$ cat src/rtl/fifo_rr_sched_if.sv
// Bus between the round-robin scheduler and its FIFOs/downstream link.
// master = scheduler side, slave = FIFO/downstream side.
interface fifo_rr_sched_if #(
   parameter int N_INPUTS   = 4,
   parameter int DATA_WIDTH = 8
);
   localparam int SEL_W = $clog2(N_INPUTS);

   logic [N_INPUTS-1:0]            empty_i;
   logic [N_INPUTS*DATA_WIDTH-1:0] data_i;
   logic [N_INPUTS-1:0]            rd_en_o;
   logic [DATA_WIDTH-1:0]          data_o;
   logic                           valid_o;
   logic                           ready_i;
   logic [SEL_W-1:0]               sel_o;

   modport master (
      input  empty_i, data_i, ready_i,
      output rd_en_o, data_o, valid_o, sel_o
   );

   modport slave (
      output empty_i, data_i, ready_i,
      input  rd_en_o, data_o, valid_o, sel_o
   );
endinterface

$ cat src/rtl/fifo_rr_sched.sv
// Round-robin read scheduler: N FIFOs share one valid/ready output channel.
// Optional macro FIFO_RR_BURST_EN keeps priority on a FIFO for up to BURST_LEN reads.
module fifo_rr_sched #(
   parameter int N_INPUTS   = 4,
   parameter int DATA_WIDTH = 8,
   parameter int BURST_LEN  = 4
) (
   input  logic              clk_i,
   input  logic              rst_i,
   fifo_rr_sched_if.master   bus
);
   localparam int SEL_W = $clog2(N_INPUTS);
   localparam logic [SEL_W-1:0] LAST_IDX = SEL_W'(N_INPUTS - 1);

   if ((N_INPUTS < 2) || (BURST_LEN < 1)) begin : g_param_check
      $error("fifo_rr_sched: N_INPUTS must be >= 2 and BURST_LEN >= 1");
   end

   typedef enum logic [0:0] {
      ST_IDLE = 1'b0,
      ST_FULL = 1'b1
   } state_t;

   state_t                  r_state;
   state_t                  w_state_nxt;
   logic [SEL_W-1:0]        r_ptr;
   logic [SEL_W-1:0]        r_sel;
   logic [SEL_W-1:0]        w_winner;
   logic                    w_any;
   logic                    w_valid;
   logic                    w_issue;
   logic [N_INPUTS-1:0]     w_rd_en;
   logic [DATA_WIDTH-1:0]   w_data;

   function automatic logic [SEL_W-1:0] f_next_idx(input logic [SEL_W-1:0] k);
      if (k == LAST_IDX) begin
         return '0;
      end else begin
         return k + SEL_W'(1);
      end
   endfunction

   assign w_valid = (r_state == ST_FULL);
   assign w_any   = |(~bus.empty_i);
   assign w_issue = (!w_valid || bus.ready_i) && w_any;

   // Scan from the pointer downwards so the lowest offset from r_ptr wins.
   always_comb begin
      w_winner = r_ptr;
      for (int i = N_INPUTS - 1; i >= 0; i--) begin
         logic [SEL_W-1:0] v_idx;
         v_idx = SEL_W'((int'(r_ptr) + i) % N_INPUTS);
         if (!bus.empty_i[v_idx]) begin
            w_winner = v_idx;
         end else begin
            w_winner = w_winner;
         end
      end
   end

   // One-hot read enable, suppressed while reset is asserted.
   always_comb begin
      w_rd_en = '0;
      if (w_issue && !rst_i) begin
         w_rd_en[w_winner] = 1'b1;
      end else begin
         w_rd_en = '0;
      end
   end

   // Output slot state: STREAM/STALL are the FULL state split by ready_i.
   always_comb begin
      w_state_nxt = r_state;
      case (r_state)
         ST_IDLE: begin
            if (w_issue) begin
               w_state_nxt = ST_FULL;
            end else begin
               w_state_nxt = ST_IDLE;
            end
         end
         ST_FULL: begin
            if (w_issue) begin
               w_state_nxt = ST_FULL;
            end else if (bus.ready_i) begin
               w_state_nxt = ST_IDLE;
            end else begin
               w_state_nxt = ST_FULL;
            end
         end
         default: w_state_nxt = ST_IDLE;
      endcase
   end

   // Slot state and source index of the word on the output.
   always_ff @(posedge clk_i or posedge rst_i) begin
      if (rst_i) begin
         r_state <= ST_IDLE;
         r_sel   <= '0;
      end else begin
         r_state <= w_state_nxt;
         if (w_issue) begin
            r_sel <= w_winner;
         end else begin
            r_sel <= r_sel;
         end
      end
   end

`ifdef FIFO_RR_BURST_EN
   localparam int CNT_W = (BURST_LEN > 1) ? $clog2(BURST_LEN) : 1;
   localparam logic [CNT_W-1:0] CNT_LAST = CNT_W'(BURST_LEN - 1);

   logic [CNT_W-1:0] r_burst_cnt;
   logic [CNT_W-1:0] w_cnt_base;

   // A read from a FIFO other than the held one starts a fresh burst.
   always_comb begin
      w_cnt_base = '0;
      if (w_winner == r_ptr) begin
         w_cnt_base = r_burst_cnt;
      end else begin
         w_cnt_base = '0;
      end
   end

   // Priority pointer with burst hold.
   always_ff @(posedge clk_i or posedge rst_i) begin
      if (rst_i) begin
         r_ptr       <= '0;
         r_burst_cnt <= '0;
      end else if (w_issue) begin
         if (w_cnt_base < CNT_LAST) begin
            r_ptr       <= w_winner;
            r_burst_cnt <= w_cnt_base + CNT_W'(1);
         end else begin
            r_ptr       <= f_next_idx(w_winner);
            r_burst_cnt <= '0;
         end
      end else if (bus.empty_i[r_ptr] && (r_burst_cnt != '0)) begin
         r_ptr       <= f_next_idx(r_ptr);
         r_burst_cnt <= '0;
      end else begin
         r_ptr       <= r_ptr;
         r_burst_cnt <= r_burst_cnt;
      end
   end
`else
   // Priority pointer: move just past the FIFO that was read.
   always_ff @(posedge clk_i or posedge rst_i) begin
      if (rst_i) begin
         r_ptr <= '0;
      end else if (w_issue) begin
         r_ptr <= f_next_idx(w_winner);
      end else begin
         r_ptr <= r_ptr;
      end
   end
`endif

   // FIFO data registers only change on a read of that FIFO, so a mux suffices.
   always_comb begin
      w_data = '0;
      for (int k = 0; k < N_INPUTS; k++) begin
         if (w_valid && (r_sel == SEL_W'(k))) begin
            w_data = bus.data_i[k*DATA_WIDTH +: DATA_WIDTH];
         end else begin
            w_data = w_data;
         end
      end
   end

   assign bus.rd_en_o = w_rd_en;
   assign bus.valid_o = w_valid;
   assign bus.sel_o   = r_sel;
   assign bus.data_o  = w_data;
endmodule

$ cat src/flat_wrapper.sv
// flat-port wrapper written by rule: the top's interface ports become plain ports
module fifo_rr_sched_flat 
#(
   parameter int N_INPUTS   = 4,
   parameter int DATA_WIDTH = 8,
   parameter int BURST_LEN  = 4
)
  (clk_i, rst_i, bus_empty_i, bus_data_i, bus_ready_i, bus_rd_en_o, bus_data_o, bus_valid_o, bus_sel_o);
  fifo_rr_sched_if #(.N_INPUTS(N_INPUTS), .DATA_WIDTH(DATA_WIDTH)) bus_i ();
  input  logic clk_i;
  input  logic rst_i;
  input wire logic [$bits(bus_i.empty_i)-1:0] bus_empty_i;
  input wire logic [$bits(bus_i.data_i)-1:0] bus_data_i;
  input wire logic [$bits(bus_i.ready_i)-1:0] bus_ready_i;
  output wire logic [$bits(bus_i.rd_en_o)-1:0] bus_rd_en_o;
  output wire logic [$bits(bus_i.data_o)-1:0] bus_data_o;
  output wire logic [$bits(bus_i.valid_o)-1:0] bus_valid_o;
  output wire logic [$bits(bus_i.sel_o)-1:0] bus_sel_o;
  assign bus_i.empty_i = bus_empty_i;
  assign bus_i.data_i = bus_data_i;
  assign bus_i.ready_i = bus_ready_i;
  assign bus_rd_en_o = bus_i.rd_en_o;
  assign bus_data_o = bus_i.data_o;
  assign bus_valid_o = bus_i.valid_o;
  assign bus_sel_o = bus_i.sel_o;
  fifo_rr_sched #(.N_INPUTS(N_INPUTS), .DATA_WIDTH(DATA_WIDTH), .BURST_LEN(BURST_LEN)) u_core (.clk_i(clk_i), .rst_i(rst_i), .bus(bus_i));
endmodule
$ cat config.mk
export PLATFORM = sky130hd
export DESIGN_NAME = fifo_rr_sched_flat
export DESIGN_NICKNAME = d
export VERILOG_FILES = /design/src/rtl/fifo_rr_sched_if.sv /design/src/rtl/fifo_rr_sched.sv /design/src/flat_wrapper.sv
export SDC_FILE = /design/constraint.sdc
export NUM_CORES = 1
export LEC_CHECK = 0
export CAP_MARGIN = 30
export CORE_UTILIZATION = 35
export CTS_CLUSTER_DIAMETER = 120
export DETAILED_ROUTE_END_ITERATION = 10
export GPL_TIMING_DRIVEN = 1
export PLACE_DENSITY = 0.95
export SLEW_MARGIN = 20
export SYNTH_ARGS = -nofsm -noshare
export SYNTH_HDL_FRONTEND = slang
export SYNTH_SLANG_ARGS = --single-unit
$ cat constraint.sdc
create_clock -name clk_i -period 5.4 [get_ports clk_i]
set_clock_uncertainty 0.15 [all_clocks]
set_input_delay 1.08 -clock clk_i [delete_from_list [all_inputs] [get_ports clk_i]]
set_output_delay 1.08 -clock clk_i [all_outputs]
set_load 0.02 [all_outputs]
Fig. 1: cells coloured by class
Fill, decap, tap and diode cells in grey.
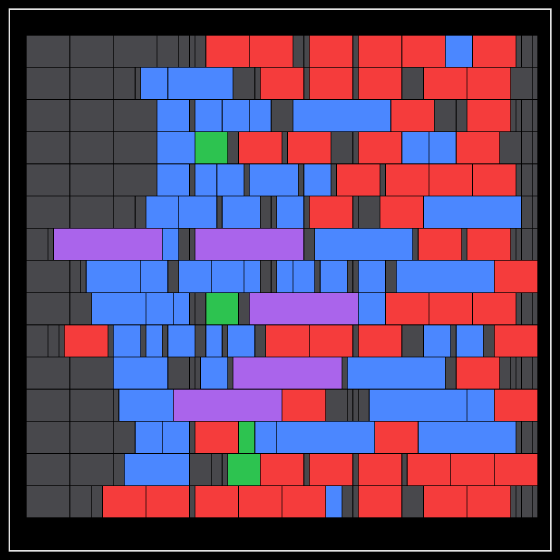
legend:
  other buffers and delay cells:
    colour: red
    cells: 53
  clock drivers and dummy loads:
    colour: green
    cells: 4
  flip-flops:
    colour: purple
    cells: 5
  all other logic:
    colour: blue
    cells: 57

==> impl_metrics.toml <==
# synthesis and place-and-route metrics
[run_status]
status = "completed"

[drt]
wl_met3_um = 299
route.met2.wl_mm = 1.176
via_count = 776
drcViolationCount = 0
wirelength_mm = 2.421
met1_length_um = 895
wl_per_cell_um = 16.81
dr.max_layer_used = "met4"
drt_iter0_drc = 32
via_per_inst = 5.389
ant_nets = 0
firstDrtPassIters = 4

[cts]
clkTransAtPathRegs_ns = 0.05
numCtsBuffers = 3
ctsResizeCount = 0
postCtsSetupRepairBufs = 0
clock-sinks = 5
cts-root-buf = "clkbuf_4"
cts_tree = "yes"
cts-htree-levels = 1
postCtsHoldBufs = 0
clk_latency_ns = 0.25
cts.path.max_buffers = 2

[final_timing]
setup_viol = 0
tns_ns = 0
worst_slack_ns = 0.8771
rsz0062_at_grt = "false"
worst_pin_slew_ns = 0.5320
slew_violations = 0
period_minus_slack_ns = 4.523
timing.fmax_mhz = 221.1
finalClockPeriodUsage = 0.8376
slew_headroom = 0.6454
hold_viol = 0

[setup_path]
critical_path_class = "in -> out"
r2r-start = "u_core.r_ptr[1]"
worstSetupStartpointType = "input port"
cp-startpoint = "bus_empty_i[3]"
cp-end-kind = "output port"
cp_max_fo = 9
crit_arrival_ns = 3.29
r2r_setup_slack_ns = 3.53
required_ns = 4.17

[place]
io_buffers = 53
postPlaceCellArea_sq_mm = 0.001212
dp_hpwl_mm = 1.926
dp.cells = 140
pre_cts_slack_ns = 0.9253
gp_congestion = 0.8014

[power]
power.internal_uw = 229.4
cellLeakagePower_uw = 0.0004824
max-vdd-ir-drop_mv = 0.1969
p_per_area_mw_per_mm2 = 308.1
total_switching_power_uw = 152.3
power.share.switching = 0.3990
combinationalPowerShare = 0.668
seq_power_share = 0.209

[floorplanning]
die_h_um = 45.65
top_level_ports = 54
rows = 15
core_area_sq_mm = 0.001764
die_w_um = 45.65
dieArea_sq_mm = 0.002084
floorplan.core_util = 0.3780

[synth]
syn-num-nets = 107
async_flop_share = 1.000
ys.flops = 5
top_area_cell = "mux4_2"
yosys.stat.seqShare = 0.1876
synthDominantCellAreaShare = 0.2702
yosys_area_sq_um = 666.9
yosysMostFrequentCell = "and2_1"
yosys_cells = 64
synth-edff-count = 0
synthCells = 64
synth.area.top_cells = "mux4_2 27%, dfrtp_1 19%, and2_1 9.4%"
synthTopCellsByCount = "10 x and2_1, 8 x mux4_2, 5 x dfrtp_1"
netlist_area_sq_um = 666.9
synth_area_per_cell_sq_um = 10.42
yosysWarnings = 0
ys_types = 28
synthFlopType = "dfrtp_1"

[layout]
diodes = 0
stdcell_area_sq_mm = 0.001239
syn_to_final_growth_pct = 85.74
utilization = 0.7021
fillCellCount = 132
fin_cells = 144
drive_gt1_frac = 0.1345
nNetsFinal = 163

[global_route]
grtUsageTotal = 0.2622
grt_pass1_wl_mm = 3.698
grt_max_degree = 12
grt_pass1_vias = 804
antenna_found_initial = 0
grt_overflow = 0

[hold_path]
hp-start = "u_core.r_ptr[1]"
min_path_type = "reg -> reg"

[flow_run]
cap_violations = 0
warnings = 29
Fig. 2: clock network drawn from the DEF
Scale bar: 10 um.
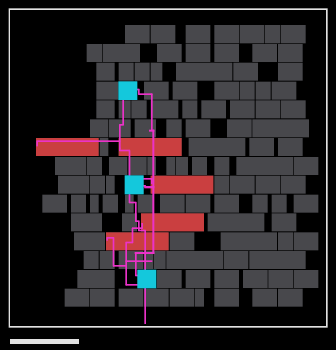
legend:
  clock wires:
    colour: magenta
    length: 115 um
  cells driving clock nets:
    colour: cyan
    count: 3
  flip-flops:
    colour: red
    count: 5
routed clock nets: 4
Clock power frac: 0.123
Clk power: 46.8 uW

-- power by group through the flow --
| stage | combinational [uW] | clock (uW) | sequential (uW) |
|---|---|---|---|
| 5_1_grt | 270 | 50.2 | 83.8 |
| 4_1_cts | 255 | 46.2 | 79.8 |
| 6_report | 255 | 46.8 | 80.0 |
| 3_5_place_dp | 254 | 0 | 80.8 |
| 3_3_place_gp | 244 | 0 | 78.9 |
| 2_1_floorplan | 162 | 0 | 65.6 |
-- final cells by class --
type	instances	area, sq um	share of cell area
timing repair buffer	53	530.5	0.4283
clock buffer	4	26.28	0.02121
sequential	5	125.1	0.1010
multi-input combinational	56	521.8	0.4212
inverter	1	3.754	0.003030
tap	25	31.28	0.02525
-- flip-flops by register name (all words and copies together) (netlist names) --
signal,count
u_core.bus.sel_o,2
u_core.bus.valid_o,1
u_core.r_ptr,2
-- worst paths after layout --
check	endpoint	depth (start not counted)
max in group asynchronous	u_core.r_ptr[1]	2
worst min register to register	u_core.r_ptr[1]	1
worst max-delay path	bus_rd_en_o[0]	7
worst max register to register	u_core.r_ptr[1]	5
min in group asynchronous	u_core.bus.valid_o	2
worst min-delay path	u_core.r_ptr[1]	1
-- layout by cell type, fill, tap and decap left out --
cell type,n
inv_1,1
nand3b_1,2
nor2b_1,3
ha_1,4
nand2_1,4
o31ai_1,1
nor2_1,2
and3_1,4
o221ai_2,1
a32oi_1,1
clkdlybuf4s50_1,53
clkbuf_1,1
a31oi_1,1
clkbuf_4,3
a21o_1,1
o21a_1,1
a2bb2oi_1,1
and2_1,10
mux2_4,1
a21oi_1,1
and4_4,1
nand4_1,1
mux4_2,8
or2_2,1
nor2_2,1
o21ai_0,3
nand2b_1,2
o31a_1,1
dfrtp_1,5
-- stage by stage --
stage	hold WS [ns]	power, uW
2_1_floorplan	0.4196	227.7
3_3_place_gp	0.4757	323.4
3_5_place_dp	0.5026	335.0
4_1_cts	0.5115	381.3
5_1_grt	0.5539	404.3
6_report	0.5320	381.7
-- per-layer routing --
layer	up-vias	track usage
met3	7	0.1032
met4	0	0.1697
met1	363	0.2854
met2	50	0.4200
met5	-	0
li1	356	-
-- kinds of logic after synthesis --
family | Yosys count | share of synthesized area
AOI/OAI and AO/OA | 12 | 0.1351
adders and majority gates | 4 | 0.07505
buffers and inverters | 3 | 0.03000
muxes | 9 | 0.2927
DFF | 5 | 0.1876
and+or+nand+nor | 31 | 0.2796
-- worst max-delay path, stage by stage --
cell	delay, ns
clkdlybuf4s50_1	0.56
nor2b_1	0.28
o221ai_2	0.17
or2_2	0.32
ha_1	0.19
and3_1	0.16
clkdlybuf4s50_1	0.53
No activity file was given, so power comes from the tool's default toggle rates.
